### src/rtl/stream_loaded_ram_if.sv
// Handshake bundle for stream_loaded_ram: clear control, write stream and read port.
// Ports:
//   master - driven by the tile I/O side (stream source, read requester)
//   slave  - the memory block itself
interface stream_loaded_ram_if #(
    parameter int DATA_W = 8,
    parameter int ADDR_W = 8
);
    logic              clr_start;
    logic              busy;
    logic              wr_valid;
    logic [DATA_W-1:0] wr_data;
    logic              wr_ready;
    logic              wr_rewind;
    logic [ADDR_W:0]   wr_ptr;
    logic              wr_full;
    logic              rd_en;
    logic [ADDR_W-1:0] rd_addr;
    logic              rd_seq;
    logic [DATA_W-1:0] rd_data;
    logic              rd_valid;

    modport master (
        output clr_start, wr_valid, wr_data, wr_rewind, rd_en, rd_addr, rd_seq,
        input  busy, wr_ready, wr_ptr, wr_full, rd_data, rd_valid
    );

    modport slave (
        input  clr_start, wr_valid, wr_data, wr_rewind, rd_en, rd_addr, rd_seq,
        output busy, wr_ready, wr_ptr, wr_full, rd_data, rd_valid
    );
endinterface

### src/rtl/stream_loaded_ram.sv
// DEPTH x DATA_W memory loaded through a valid/ready write stream with an
// auto-incrementing write pointer and read through a registered port
// (1-cycle latency, read-before-write). Contents are zeroed by a hardware
// sweep of DEPTH cycles after reset and on clr_start.
// Ports:
//   clk_i-style plain ports: clk (rising edge), rst (async, active-high)
//   bus : stream_loaded_ram_if.slave (clear, write stream, read port)
// Optional feature macro: RD_SEQ_EN - adds an internal sequential read
// pointer selected by rd_seq that replays only the loaded words.
//
// state | meaning
// CLEAR | sweeping zeros through memory, busy=1, reads/writes dropped
// IDLE  | normal operation, stream writes and reads accepted
module stream_loaded_ram #(
    parameter int DATA_W = 8,
    parameter int ADDR_W = 8,
    parameter int DEPTH  = 256
) (
    input  logic                clk,
    input  logic                rst,
    stream_loaded_ram_if.slave  bus
);
    localparam int              IDX_W   = (DEPTH > 1) ? $clog2(DEPTH) : 1;
    localparam logic [ADDR_W:0] DEPTH_P = (ADDR_W+1)'(DEPTH);
    localparam logic [ADDR_W-1:0] LAST_P = ADDR_W'(DEPTH - 1);

    typedef enum logic {CLEAR, IDLE} state_e;

    state_e              state_q, state_d;
    logic [ADDR_W-1:0]   clr_cnt_q, clr_cnt_d;
    logic [ADDR_W:0]     wr_ptr_q, wr_ptr_d;
    logic [DATA_W-1:0]   rd_data_q, rd_data_d;
    logic                rd_valid_q, rd_valid_d;

    logic [DATA_W-1:0]   mem_q [DEPTH];
    logic                mem_we;
    logic [IDX_W-1:0]    mem_waddr;
    logic [DATA_W-1:0]   mem_wdata;
    logic [ADDR_W:0]     rd_idx;
    logic                rd_zero;
    logic                busy;
    logic                wr_full;
    logic                wr_ready;

`ifdef RD_SEQ_EN
    logic [ADDR_W:0]     rd_ptr_q, rd_ptr_d;
`else
    logic                unused_rd_seq;
    assign unused_rd_seq = bus.rd_seq;
`endif

    assign busy     = (state_q == CLEAR);
    assign wr_full  = (wr_ptr_q == DEPTH_P);
    assign wr_ready = !busy && !wr_full;

    assign bus.busy     = busy;
    assign bus.wr_full  = wr_full;
    assign bus.wr_ready = wr_ready;
    assign bus.wr_ptr   = wr_ptr_q;
    assign bus.rd_data  = rd_data_q;
    assign bus.rd_valid = rd_valid_q;

    always_comb begin
        state_d    = state_q;
        clr_cnt_d  = clr_cnt_q;
        wr_ptr_d   = wr_ptr_q;
        rd_data_d  = rd_data_q;
        rd_valid_d = 1'b0;
        mem_we     = 1'b0;
        mem_waddr  = '0;
        mem_wdata  = '0;
        rd_idx     = {1'b0, bus.rd_addr};
        rd_zero    = 1'b0;
`ifdef RD_SEQ_EN
        rd_ptr_d   = rd_ptr_q;
`endif
        case (state_q)
            CLEAR: begin
                mem_we    = 1'b1;
                mem_waddr = clr_cnt_q[IDX_W-1:0];
                if (clr_cnt_q == LAST_P) begin
                    state_d = IDLE;
                end else begin
                    clr_cnt_d = clr_cnt_q + 1'b1;
                end
            end
            default: begin
                if (bus.rd_en) begin
`ifdef RD_SEQ_EN
                    if (bus.rd_seq) begin
                        rd_idx = rd_ptr_q;
                        // Nothing loaded yet: answer zero and keep the pointer parked.
                        if (wr_ptr_q == '0) begin
                            rd_zero = 1'b1;
                        end else if (rd_ptr_q + 1'b1 == wr_ptr_q) begin
                            rd_ptr_d = '0;
                        end else begin
                            rd_ptr_d = rd_ptr_q + 1'b1;
                        end
                    end
`endif
                    rd_valid_d = 1'b1;
                    rd_data_d  = (rd_zero || rd_idx >= DEPTH_P) ? '0
                                                                : mem_q[rd_idx[IDX_W-1:0]];
                end
                // Clear and rewind both win over a simultaneous stream transfer.
                if (bus.clr_start) begin
                    state_d   = CLEAR;
                    clr_cnt_d = '0;
                    wr_ptr_d  = '0;
`ifdef RD_SEQ_EN
                    rd_ptr_d  = '0;
`endif
                end else if (bus.wr_rewind) begin
                    wr_ptr_d  = '0;
`ifdef RD_SEQ_EN
                    rd_ptr_d  = '0;
`endif
                end else if (bus.wr_valid && wr_ready) begin
                    mem_we    = 1'b1;
                    mem_waddr = wr_ptr_q[IDX_W-1:0];
                    mem_wdata = bus.wr_data;
                    wr_ptr_d  = wr_ptr_q + 1'b1;
                end
            end
        endcase
    end

    // Memory has no reset; the CLEAR sweep provides its initial contents.
    always_ff @(posedge clk) begin
        if (mem_we) begin
            mem_q[mem_waddr] <= mem_wdata;
        end
    end

    always_ff @(posedge clk or posedge rst) begin
        if (rst) begin
            state_q    <= CLEAR;
            clr_cnt_q  <= '0;
            wr_ptr_q   <= '0;
            rd_data_q  <= '0;
            rd_valid_q <= 1'b0;
`ifdef RD_SEQ_EN
            rd_ptr_q   <= '0;
`endif
        end else begin
            state_q    <= state_d;
            clr_cnt_q  <= clr_cnt_d;
            wr_ptr_q   <= wr_ptr_d;
            rd_data_q  <= rd_data_d;
            rd_valid_q <= rd_valid_d;
`ifdef RD_SEQ_EN
            rd_ptr_q   <= rd_ptr_d;
`endif
        end
    end
endmodule

### src/flat_wrapper.sv
// flat-port wrapper written by rule: the top's interface ports become plain ports
module stream_loaded_ram_flat 
#(
    parameter int DATA_W = 8,
    parameter int ADDR_W = 8,
    parameter int DEPTH  = 256
)
  (clk, rst, bus_clr_start, bus_wr_valid, bus_wr_data, bus_wr_rewind, bus_rd_en, bus_rd_addr, bus_rd_seq, bus_busy, bus_wr_ready, bus_wr_ptr, bus_wr_full, bus_rd_data, bus_rd_valid);
  stream_loaded_ram_if #(.DATA_W(DATA_W), .ADDR_W(ADDR_W)) bus_i ();
  input  logic clk;
  input  logic rst;
  input wire logic [$bits(bus_i.clr_start)-1:0] bus_clr_start;
  input wire logic [$bits(bus_i.wr_valid)-1:0] bus_wr_valid;
  input wire logic [$bits(bus_i.wr_data)-1:0] bus_wr_data;
  input wire logic [$bits(bus_i.wr_rewind)-1:0] bus_wr_rewind;
  input wire logic [$bits(bus_i.rd_en)-1:0] bus_rd_en;
  input wire logic [$bits(bus_i.rd_addr)-1:0] bus_rd_addr;
  input wire logic [$bits(bus_i.rd_seq)-1:0] bus_rd_seq;
  output wire logic [$bits(bus_i.busy)-1:0] bus_busy;
  output wire logic [$bits(bus_i.wr_ready)-1:0] bus_wr_ready;
  output wire logic [$bits(bus_i.wr_ptr)-1:0] bus_wr_ptr;
  output wire logic [$bits(bus_i.wr_full)-1:0] bus_wr_full;
  output wire logic [$bits(bus_i.rd_data)-1:0] bus_rd_data;
  output wire logic [$bits(bus_i.rd_valid)-1:0] bus_rd_valid;
  assign bus_i.clr_start = bus_clr_start;
  assign bus_i.wr_valid = bus_wr_valid;
  assign bus_i.wr_data = bus_wr_data;
  assign bus_i.wr_rewind = bus_wr_rewind;
  assign bus_i.rd_en = bus_rd_en;
  assign bus_i.rd_addr = bus_rd_addr;
  assign bus_i.rd_seq = bus_rd_seq;
  assign bus_busy = bus_i.busy;
  assign bus_wr_ready = bus_i.wr_ready;
  assign bus_wr_ptr = bus_i.wr_ptr;
  assign bus_wr_full = bus_i.wr_full;
  assign bus_rd_data = bus_i.rd_data;
  assign bus_rd_valid = bus_i.rd_valid;
  stream_loaded_ram #(.DATA_W(DATA_W), .ADDR_W(ADDR_W), .DEPTH(DEPTH)) u_core (.clk(clk), .rst(rst), .bus(bus_i));
endmodule
### config.mk
export PLATFORM = sky130hd
export DESIGN_NAME = stream_loaded_ram_flat
export DESIGN_NICKNAME = d
export VERILOG_FILES = /design/src/rtl/stream_loaded_ram_if.sv /design/src/rtl/stream_loaded_ram.sv /design/src/flat_wrapper.sv
export SDC_FILE = /design/constraint.sdc
export NUM_CORES = 2
export LEC_CHECK = 0
export CAP_MARGIN = 20
export CORE_MARGIN = 2
export CORE_UTILIZATION = 35
export DETAILED_ROUTE_END_ITERATION = 12
export GPL_TIMING_DRIVEN = 0
export PLACE_DENSITY_LB_ADDON = 0.3
export REMOVE_ABC_BUFFERS = 1
export SETUP_SLACK_MARGIN = 0.4
export SYNTH_ARGS = -nofsm -noshare
export SYNTH_HDL_FRONTEND = slang
export SYNTH_SLANG_ARGS = --single-unit
export TNS_END_PERCENT = 30
### constraint.sdc
create_clock -name clk -period 6.8 [get_ports clk]
set_clock_uncertainty 0.15 [all_clocks]
set_input_delay 2.04 -clock clk [delete_from_list [all_inputs] [get_ports clk]]
set_output_delay 2.04 -clock clk [all_outputs]
set_load 0.02 [all_outputs]
Figure 1. Zoomed window.
Region (231, 231) to (256, 256) um. Cells in gray, sequential cells in the stronger gray; small squares are vias.
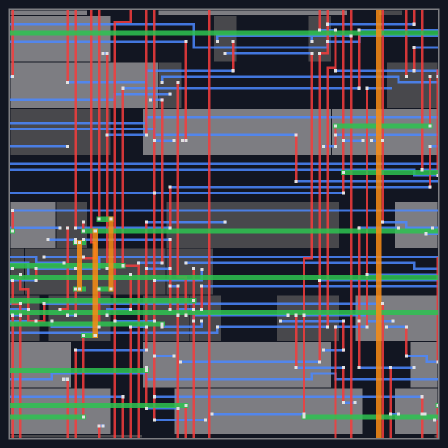
M1: in blue. M3: in green. M2: in red. M4: in orange.
20 logic cells have their middle in the window. Netlist names of flops here include u_core.mem_q (7). Sequential cells in the window: 7. Most frequent: edfxtp_1 (7), nor2_1 (2), mux2i_1 (2).

Figure 2. Sequential cells grouped by signal name.
Drawn at 1 px/um. Other sequential cells in the stronger gray, the rest of the logic in the fainter gray.
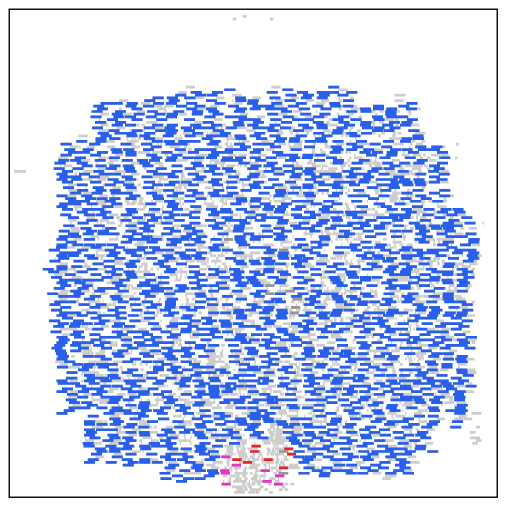
u_core.clr_cnt_q: in red, flops 8, where bottom center. u_core.mem_q: in blue, flops 2,048. u_core.bus.wr_ptr: in magenta, flops 9, where bottom center.
Another 10 sequential cells are not colored.
area taken by flip-flops and latches: 0.0622 mm2
power in sequential cells: 14,100 uW
fraction of standard cell area that is sequential: 0.671
post-layout utilization of the core: 0.399

==> deck_impl_summary.md <==
Synthesis and Place & Route Summary

Run status
  • Run status: finished, final reports clean

Logic synthesis
  • Adder Area Share: 0.000461
  • Cell types occupying the most area after synthesis: sky130_fd_sc_hd__edfxtp_1 76%, sky130_fd_sc_hd__mux4_2 11%, sky130_fd_sc_hd__mux2i_1 2.8%, sky130_fd_sc_hd__nor2_1 1.5%, sky130_fd_sc_hd__dfrtp_1 0.83%
  • Chip area estimate from yosys synthesis: 0.0814 mm2
  • Mux share: 0.144
  • Synth Area per Inst: 19.9 um2
  • Ys Warns: 0
  • Cell accounting for the most synthesized area: sky130_fd_sc_hd__edfxtp_1

Pwr
  • Maximum vdd drop: 0.000299 V
  • Cell Pwr Density: 294 mW/mm2
  • Sequential Power Share: 0.520
  • Power dissipated by switching net loads: 6380 uW
  • Post-route total power: 27,200 uW

Min path
  • Startpoint of the worst hold path: u_core.clr_cnt_q[2]

Final timing
  • Crit share post-route: 0.900
  • Peak clock frequency supported by timing: 0.163 GHz
  • Normalized max-slew margin: 0.196
  • Fin. Hold Viols: 0
  • Worst-Margin Slew: 1.21 ns

Worst setup path
  • Worst r2r path cells: 6
  • Endpoint of the worst register-to-register path: u_core.mem_q[141][5]
  • Dominant cell type by count on the critical path: sky130_fd_sc_hd__buf_16
  • Maximum fanout count along the critical path: 70
  • Capturing instance or port of the critical path: u_core.bus.rd_data[5]
  • Chain of cells forming the critical path: buf_8 -> buf_16 -> buf_16 -> buf_16 -> buf_16 -> mux4_2 -> mux2i_1 -> a32oi_1 -> a21oi_1 -> a2111oi_1 -> clkbuf_2 -> a211o_1

Layout
  • Flip-flop count of the largest register after layout: 2,048
  • Inserted Diodes: 3
  • # nets final: 4,212
  • Post-Layout Inst Area: 0.0926 mm2
  • Num sequential: 2,075
  • Dominant class by area: flip-flops and latches

Clock tree
  • Skew-Pair Late Insertion Delay: 0.85 ns
  • Hold buffer count at CTS: 0
  • H-tree Lvls: 4
  • TritonCTS clock tree: yes

Floorplan
  • Std-Cell Rows: 177
  • Core utilization at floorplan: 0.351

Placed design
  • Dpl cell area: 0.0861 mm2
  • Total placed cells including tap cells: 7,017

Detailed routing
  • Average routed wire per standard cell: 30.7 um
  • Drt drc: 0
  • First DRT Iteration DRCs: 5,082
  • Routed length on met3: 17,800 um

GRT
  • Initial antenna violation count: 12
Figure 3. Track usage over the die.
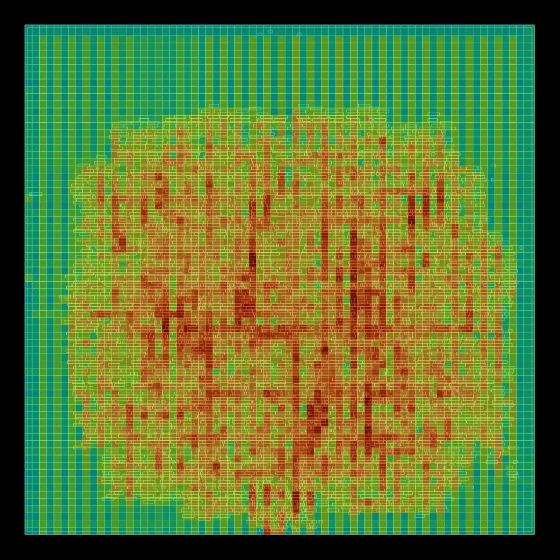
M2 GR Usage: 0.302
GR peak layer: met2

Figure 4. Met2 routing.
Drawn at 1 px/um.
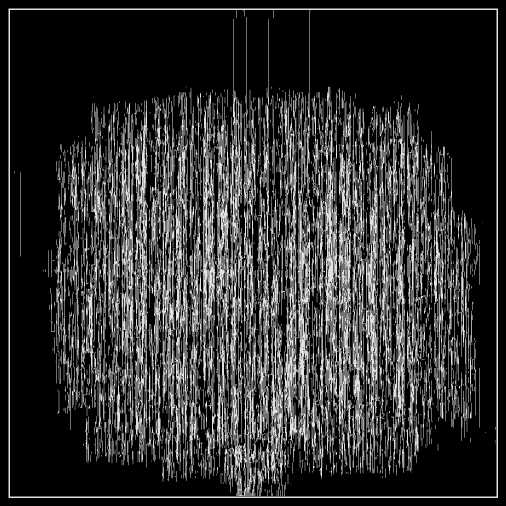
The longest straight run is 176 um. The layer holds 48% of the routed length. The layer carries 109 mm of wire. The wires run mostly vertical.
count of vias placed by the detailed router: 41,500
post-detailed-routing wire length: 228,000 um

Power and IR drop assume default switching activity.
